### Cell density map

The die is cut into 13 by 13 equal tiles; white is low, dark blue is high, 0 to 100% covered.
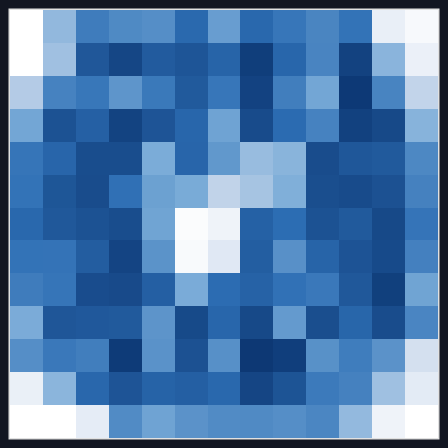
### Routing congestion

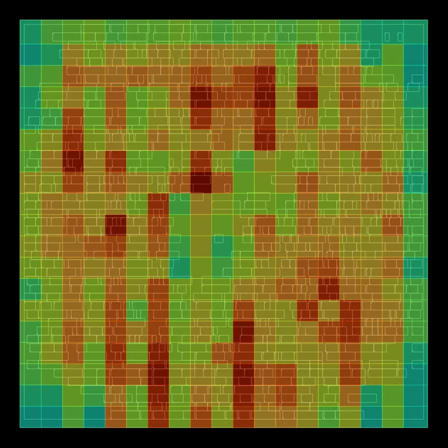
### The metal 2 layer

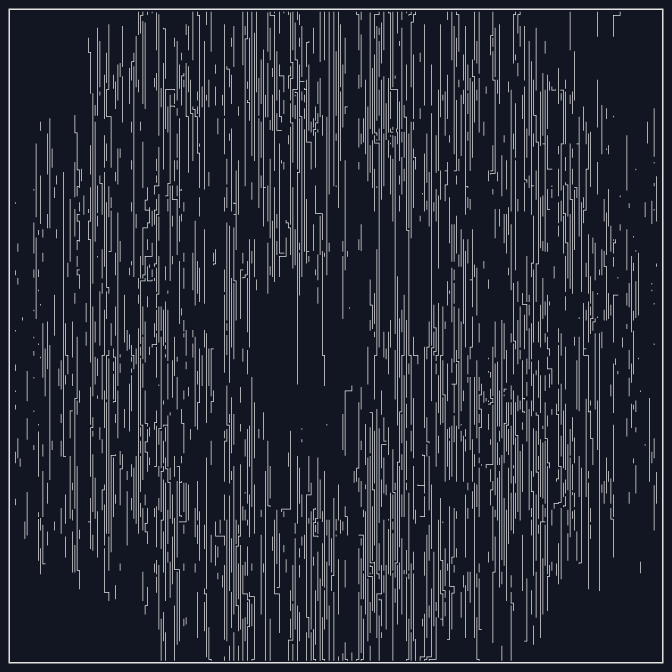
### Logic cells by family

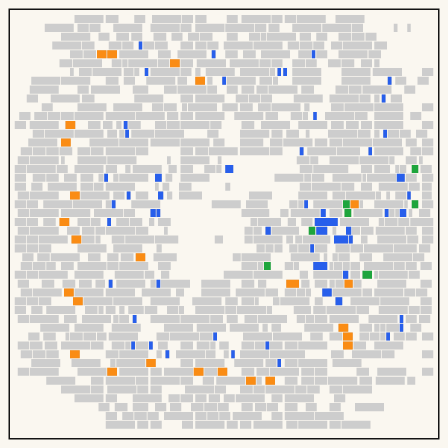
### Signal wires by layer

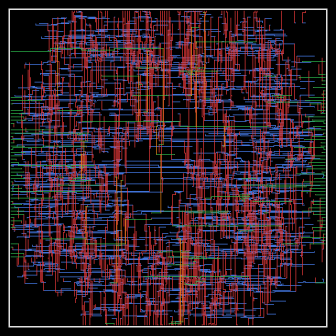
File: config.mk
export PLATFORM = sky130hd
export DESIGN_NAME = axil_accel_regs
export DESIGN_NICKNAME = d
export VERILOG_FILES = /design/src/rtl/axil_accel_pkg.sv /design/src/rtl/axil_accel_regs.sv
export SDC_FILE = /design/constraint.sdc
export NUM_CORES = 1
export LEC_CHECK = 0
export CORE_UTILIZATION = 51
export DETAILED_ROUTE_END_ITERATION = 16
export PLACE_DENSITY = 0.88
export RECOVER_POWER = 100
export SYNTH_ARGS = -nofsm -noshare
export SYNTH_HDL_FRONTEND = slang
export SYNTH_SLANG_ARGS = --single-unit
File: constraint.sdc
create_clock -name clk -period 2.21 [get_ports clk]
set_clock_uncertainty 0.2 [all_clocks]
set_input_delay 0.3315 -clock clk [delete_from_list [all_inputs] [get_ports clk]]
set_output_delay 0.3315 -clock clk [all_outputs]
set_load 0.02 [all_outputs]
File: src/rtl/axil_accel_pkg.sv
// Register map, bit positions and response codes shared by the accelerator
// control/status register file.
package axil_accel_pkg;

   localparam logic [31:0] REG_CTRL    = 32'h00;
   localparam logic [31:0] REG_STATUS  = 32'h04;
   localparam logic [31:0] REG_SRC     = 32'h08;
   localparam logic [31:0] REG_DST     = 32'h0C;
   localparam logic [31:0] REG_LEN     = 32'h10;
   localparam logic [31:0] REG_SCRATCH = 32'h14;
   localparam logic [31:0] REG_VERSION = 32'h18;

   localparam int CTRL_START    = 0;
   localparam int CTRL_IRQ_EN   = 1;
   localparam int CTRL_SOFT_RST = 2;

   localparam int ST_BUSY      = 0;
   localparam int ST_DONE      = 1;
   localparam int ST_ERR       = 2;
   localparam int ST_START_OVR = 3;

   localparam logic [1:0] RESP_OKAY   = 2'b00;
   localparam logic [1:0] RESP_SLVERR = 2'b10;

   typedef enum logic [2:0] {
      SEL_CTRL, SEL_STATUS, SEL_SRC, SEL_DST, SEL_LEN, SEL_SCRATCH, SEL_VERSION, SEL_NONE
   } reg_sel_e;

   function automatic logic [31:0] apply_strb(input logic [31:0] old_val,
                                              input logic [31:0] new_val,
                                              input logic [3:0]  strb);
      logic [31:0] r;
      r = old_val;
      for (int i = 0; i < 4; i++)
         if (strb[i]) r[i*8 +: 8] = new_val[i*8 +: 8];
      return r;
   endfunction

   // Byte-lane bits of the address are ignored; only the word offset selects.
   function automatic reg_sel_e decode(input logic [31:0] byte_addr);
      reg_sel_e s;
      case ({byte_addr[31:2], 2'b00})
         REG_CTRL:    s = SEL_CTRL;
         REG_STATUS:  s = SEL_STATUS;
         REG_SRC:     s = SEL_SRC;
         REG_DST:     s = SEL_DST;
         REG_LEN:     s = SEL_LEN;
         REG_SCRATCH: s = SEL_SCRATCH;
         REG_VERSION: s = SEL_VERSION;
         default:     s = SEL_NONE;
      endcase
      return s;
   endfunction

endpackage

File: src/rtl/axil_accel_regs.sv
// AXI4-Lite control/status register file for the PL accelerator: start and
// soft-reset pulses, address/length config, sticky status and interrupt.
module axil_accel_regs
   import axil_accel_pkg::*;
#(
   parameter int          ADDR_WIDTH = 6,
   parameter logic [31:0] VERSION    = 32'h0001_0000
) (
   input  logic                  clk,
   input  logic                  resetn,
   input  logic [ADDR_WIDTH-1:0] s_axil_awaddr,
   input  logic                  s_axil_awvalid,
   output logic                  s_axil_awready,
   input  logic [31:0]           s_axil_wdata,
   input  logic [3:0]            s_axil_wstrb,
   input  logic                  s_axil_wvalid,
   output logic                  s_axil_wready,
   output logic [1:0]            s_axil_bresp,
   output logic                  s_axil_bvalid,
   input  logic                  s_axil_bready,
   input  logic [ADDR_WIDTH-1:0] s_axil_araddr,
   input  logic                  s_axil_arvalid,
   output logic                  s_axil_arready,
   output logic [31:0]           s_axil_rdata,
   output logic [1:0]            s_axil_rresp,
   output logic                  s_axil_rvalid,
   input  logic                  s_axil_rready,
   output logic                  acc_start,
   output logic                  acc_soft_rst,
   output logic [31:0]           acc_src_addr,
   output logic [31:0]           acc_dst_addr,
   output logic [23:0]           acc_len,
   input  logic                  acc_busy,
   input  logic                  acc_done,
   input  logic                  acc_err,
   output logic                  irq
);

   logic                  rdy_en_q, rdy_en_d;
   logic                  aw_held_q, aw_held_d;
   logic [ADDR_WIDTH-1:0] awaddr_q, awaddr_d;
   logic                  w_held_q, w_held_d;
   logic [31:0]           wdata_q, wdata_d;
   logic [3:0]            wstrb_q, wstrb_d;
   logic                  bvalid_q, bvalid_d;
   logic [1:0]            bresp_q, bresp_d;
   logic                  rvalid_q, rvalid_d;
   logic [31:0]           rdata_q, rdata_d;
   logic [1:0]            rresp_q, rresp_d;
   logic                  irq_en_q, irq_en_d;
   logic [31:0]           src_q, src_d;
   logic [31:0]           dst_q, dst_d;
   logic [23:0]           len_q, len_d;
   logic [31:0]           scratch_q, scratch_d;
   logic                  done_q, done_d;
   logic                  err_q, err_d;
   logic                  ovr_q, ovr_d;
   logic                  start_q, start_d;
   logic                  soft_rst_q, soft_rst_d;
   logic                  irq_q, irq_d;

   logic     aw_hs, w_hs, ar_hs, wr_commit, ctrl_b0;
   reg_sel_e wsel, rsel;

   assign s_axil_awready = rdy_en_q & ~aw_held_q & ~bvalid_q;
   assign s_axil_wready  = rdy_en_q & ~w_held_q & ~bvalid_q;
   assign s_axil_arready = rdy_en_q & ~rvalid_q;

   assign aw_hs     = s_axil_awvalid & s_axil_awready;
   assign w_hs      = s_axil_wvalid & s_axil_wready;
   assign ar_hs     = s_axil_arvalid & s_axil_arready;
   assign wr_commit = aw_held_q & w_held_q;
   assign wsel      = decode(32'(awaddr_q));
   assign rsel      = decode(32'(s_axil_araddr));
   assign ctrl_b0   = wr_commit & wstrb_q[0];

   always_comb begin
      rdy_en_d   = 1'b1;
      aw_held_d  = aw_held_q;
      awaddr_d   = awaddr_q;
      w_held_d   = w_held_q;
      wdata_d    = wdata_q;
      wstrb_d    = wstrb_q;
      bvalid_d   = bvalid_q;
      bresp_d    = bresp_q;
      irq_en_d   = irq_en_q;
      src_d      = src_q;
      dst_d      = dst_q;
      len_d      = len_q;
      scratch_d  = scratch_q;
      done_d     = done_q;
      err_d      = err_q;
      ovr_d      = ovr_q;
      start_d    = 1'b0;
      soft_rst_d = 1'b0;

      if (aw_hs) begin
         aw_held_d = 1'b1;
         awaddr_d  = s_axil_awaddr;
      end
      if (w_hs) begin
         w_held_d = 1'b1;
         wdata_d  = s_axil_wdata;
         wstrb_d  = s_axil_wstrb;
      end
      if (bvalid_q && s_axil_bready) bvalid_d = 1'b0;

      if (wr_commit) begin
         aw_held_d = 1'b0;
         w_held_d  = 1'b0;
         bvalid_d  = 1'b1;
         bresp_d   = (wsel == SEL_NONE) ? RESP_SLVERR : RESP_OKAY;
         case (wsel)
            SEL_SRC:     src_d     = apply_strb(src_q, wdata_q, wstrb_q);
            SEL_DST:     dst_d     = apply_strb(dst_q, wdata_q, wstrb_q);
            SEL_SCRATCH: scratch_d = apply_strb(scratch_q, wdata_q, wstrb_q);
            SEL_LEN: begin
               for (int i = 0; i < 3; i++)
                  if (wstrb_q[i]) len_d[i*8 +: 8] = wdata_q[i*8 +: 8];
            end
            default: ;
         endcase
      end

      // Soft reset clears the stickies before START can flag an overrun.
      if (ctrl_b0 && wsel == SEL_CTRL) begin
         irq_en_d = wdata_q[CTRL_IRQ_EN];
         if (wdata_q[CTRL_SOFT_RST]) begin
            soft_rst_d = 1'b1;
            done_d     = 1'b0;
            err_d      = 1'b0;
            ovr_d      = 1'b0;
         end
         if (wdata_q[CTRL_START]) begin
            if (acc_busy) ovr_d   = 1'b1;
            else          start_d = 1'b1;
         end
      end
      if (ctrl_b0 && wsel == SEL_STATUS) begin
         if (wdata_q[ST_DONE])      done_d = 1'b0;
         if (wdata_q[ST_ERR])       err_d  = 1'b0;
         if (wdata_q[ST_START_OVR]) ovr_d  = 1'b0;
      end
      // Hardware events win over a same-cycle clear.
      if (acc_done) done_d = 1'b1;
      if (acc_err)  err_d  = 1'b1;

      irq_d = irq_en_d & (done_d | err_d);
   end

   always_comb begin
      rvalid_d = rvalid_q;
      rdata_d  = rdata_q;
      rresp_d  = rresp_q;
      if (rvalid_q && s_axil_rready) rvalid_d = 1'b0;
      if (ar_hs) begin
         rvalid_d = 1'b1;
         rresp_d  = RESP_OKAY;
         rdata_d  = '0;
         case (rsel)
            SEL_CTRL:    rdata_d[CTRL_IRQ_EN] = irq_en_q;
            SEL_STATUS:  rdata_d[3:0] = {ovr_q, err_q, done_q, acc_busy};
            SEL_SRC:     rdata_d = src_q;
            SEL_DST:     rdata_d = dst_q;
            SEL_LEN:     rdata_d = {8'h00, len_q};
            SEL_SCRATCH: rdata_d = scratch_q;
            SEL_VERSION: rdata_d = VERSION;
            default:     rresp_d = RESP_SLVERR;
         endcase
      end
   end

   always_ff @(posedge clk or negedge resetn) begin
      if (!resetn) begin
         rdy_en_q   <= 1'b0;
         aw_held_q  <= 1'b0;
         awaddr_q   <= '0;
         w_held_q   <= 1'b0;
         wdata_q    <= '0;
         wstrb_q    <= '0;
         bvalid_q   <= 1'b0;
         bresp_q    <= RESP_OKAY;
         rvalid_q   <= 1'b0;
         rdata_q    <= '0;
         rresp_q    <= RESP_OKAY;
         irq_en_q   <= 1'b0;
         src_q      <= '0;
         dst_q      <= '0;
         len_q      <= '0;
         scratch_q  <= '0;
         done_q     <= 1'b0;
         err_q      <= 1'b0;
         ovr_q      <= 1'b0;
         start_q    <= 1'b0;
         soft_rst_q <= 1'b0;
         irq_q      <= 1'b0;
      end else begin
         rdy_en_q   <= rdy_en_d;
         aw_held_q  <= aw_held_d;
         awaddr_q   <= awaddr_d;
         w_held_q   <= w_held_d;
         wdata_q    <= wdata_d;
         wstrb_q    <= wstrb_d;
         bvalid_q   <= bvalid_d;
         bresp_q    <= bresp_d;
         rvalid_q   <= rvalid_d;
         rdata_q    <= rdata_d;
         rresp_q    <= rresp_d;
         irq_en_q   <= irq_en_d;
         src_q      <= src_d;
         dst_q      <= dst_d;
         len_q      <= len_d;
         scratch_q  <= scratch_d;
         done_q     <= done_d;
         err_q      <= err_d;
         ovr_q      <= ovr_d;
         start_q    <= start_d;
         soft_rst_q <= soft_rst_d;
         irq_q      <= irq_d;
      end
   end

   assign s_axil_bvalid = bvalid_q;
   assign s_axil_bresp  = bresp_q;
   assign s_axil_rvalid = rvalid_q;
   assign s_axil_rdata  = rdata_q;
   assign s_axil_rresp  = rresp_q;
   assign acc_start     = start_q;
   assign acc_soft_rst  = soft_rst_q;
   assign acc_src_addr  = src_q;
   assign acc_dst_addr  = dst_q;
   assign acc_len       = len_q;
   assign irq           = irq_q;

endmodule

==> flow_metrics.env <==
# source this file to load flow results
export IMPL_fmax_ghz=0.4709
export IMPL_p_comb_mw=4.65
export IMPL_signal_buffers=225
export IMPL_wl_met2_mm=10.81
export IMPL_rows=47
export IMPL_nonClkBufAreaFrac_pct=19.10
export IMPL_dr_wl_met3_mm=1.304
export IMPL_clk_latency_ns=0.49
export IMPL_pwr_share_clk_pct=25.2
export IMPL_pwr_share_comb_pct=31.1
export IMPL_via_per_inst=5.710
export IMPL_cts_sinks=206
export IMPL_fin_hold_ws_ns=0.2191
export IMPL_comb_area_um2=3247
export IMPL_critPathCaptureType="output pin"
export IMPL_drive_gt1_share_pct=30.04
export IMPL_start_kind="flip-flop"
export IMPL_fin_area_um2=11690
export IMPL_ir_drop_mv=0.8677
export IMPL_areaGrowthSynthToFinish_pct=35.63
export IMPL_cts_tree="yes"
export IMPL_seq_power_mw=6.53
export IMPL_cts_resized=2
export IMPL_logic_gates=364
export IMPL_grt_max_degree=70
export IMPL_grt_pass1_wl_mm=35.33
export IMPL_pwr_density_cell_nw_per_um2=1279
export IMPL_critical_path_buf_inv_count=1
export IMPL_p_seq_share_pct=43.7
export IMPL_syn_area_um2=8618
export IMPL_period_minus_slack_ns=2.123
export IMPL_worst_r2r_cell_count=4
export IMPL_finalSetupViolations=0
export IMPL_place_inst=1017
export IMPL_yosysWarnings=0
export IMPL_place_ws_ns=-0.07371
export IMPL_place_area_um2=10970
export IMPL_async_reset_ff_share_pct=100.0
export IMPL_io_buffers=183
export IMPL_critPathTopFamily="buffers and inverters"
export IMPL_firstDrtPassIters=5
export IMPL_tightestPinTransition_ns=1.075
export IMPL_hold_start="s_axil_rready"
export IMPL_ys_ff=206
export IMPL_tap_cells=220
export IMPL_dominant_cells="sequential cells"
export IMPL_fin_tns_setup_ns=0
export IMPL_hold_depth=2
export IMPL_die_area_um2=17420
export IMPL_dp_hpwl_mm=14.99
export IMPL_cts_root_buf="clkbuf_16"
export IMPL_regToRegStartpoint="aw_held_q$_DFFE_PN0P_"
export IMPL_status="complete, no violations"
export IMPL_report_final_slew_viol_count=0
export IMPL_fin_ws_ns=0.08662
export IMPL_startpoint="acc_src_addr[1]$_DFFE_PN0P_"
export IMPL_path_class="reg2out"
export IMPL_clk_path_buf_depth=3
export IMPL_final_cell_mix="dfrtp_1 (206), mux2_2 (158), dlygate4sd3_1 (128), clkdlybuf4s50_1 (52), nand2_1 (38)"
export IMPL_clk_pin_slew_ns=0.06
export IMPL_inverters=5
export IMPL_antenna_cells=0
export IMPL_met1_length_mm=9.438
export IMPL_relSlewSlack_pct=28.33
export IMPL_power_total_mw=14.95
export IMPL_fp_dieH_um=132.0
export IMPL_topRoutingLayerUsed="met4"
export IMPL_area_leaders="dfrtp_1 (60%), mux2_2 (21%), a221oi_1 (2.2%)"
export IMPL_max_cap_viol_count=0
export IMPL_drt_iter0_markers=371
export IMPL_synth_cell_type_count=53
export IMPL_hold_class="in2reg"
export IMPL_grt_pass1_vias=6463
export IMPL_hold_path_endpoint="s_axil_rvalid$_DFFE_PN0P_"
export IMPL_p_leak_nw=5.635
export IMPL_fin_nets=882
export IMPL_synth_top_cell_area_share_pct=59.81
export IMPL_flops=206
export IMPL_synthCells=608
export IMPL_worst_path_max_fanout=3
export IMPL_ys_area_um2=8618
export IMPL_htree_levels=1
export IMPL_cpPeakStageDelay_ns=0.74
export IMPL_fillers=1094
## Picture notes: 'Cell density map'
The emptiest ninth of the die: centre. 3.6% of the tiles are nearly empty. The fullest tile reaches 97%.
core box area: 16520 µm²
Finished Core Util: 70.74%
FP Util: 52.15%

## Picture notes: 'Routing congestion'
busiest metal layer after global routing: met2
GR Util met3: 4.498%

## Picture notes: 'The metal 2 layer'
811 nets have wire on it. The longest straight run is 57.5 µm. The layer carries 10800 µm of wire.
M2 GR Usage: 42.80%
via count: 6047
drt total wl: 21.99 mm

## Picture notes: 'Logic cells by family'
Key: orange = AND-OR and OR-AND gates [cells 25, most used a22o_1, where widely spread]; green = AND and OR gates [cells 7, most used and2_0, where east]; blue = NAND gates [cells 54, most used nand2_1, where widely spread]
Commonest Layout Cell: dfrtp_1
non-filler cells, final: 1059

## Picture notes: 'Signal wires by layer'
Key: green = metal 3 [wire length 1300 µm]; red = metal 2 [wire length 10800 µm]; orange = metal 4 [wire length 437 µm]; blue = metal 1 [wire length 9440 µm]
Wirelength per Cell: 20.76 µm
gr usage total: 25.75%

[Yosys cell counts (4+ instances only)]
cell type  count
a21oi_1        4
buf_6          5
o21ai_0       10
inv_1          4
buf_2         18
a221oi_1      22
a22o_1        22
nand3_1        7
nand2_1       36
clkbuf_1       6
o21ai_1       28
a222oi_1       9
mux2_2       162
dfrtp_1      206
nor2_4         7
nor2_1         4
[kinds of logic after synthesis]
| family | after synthesis | synth area share (%) |
|---|---|---|
| buffers and inverters | 39 | 2.570 |
| AND/OR/NAND/NOR | 87 | 6.780 |
| multiplexers | 165 | 21.54 |
| other | 2 | 0.08714 |
| AND-OR/OR-AND | 109 | 9.204 |
| flip-flops | 206 | 59.81 |
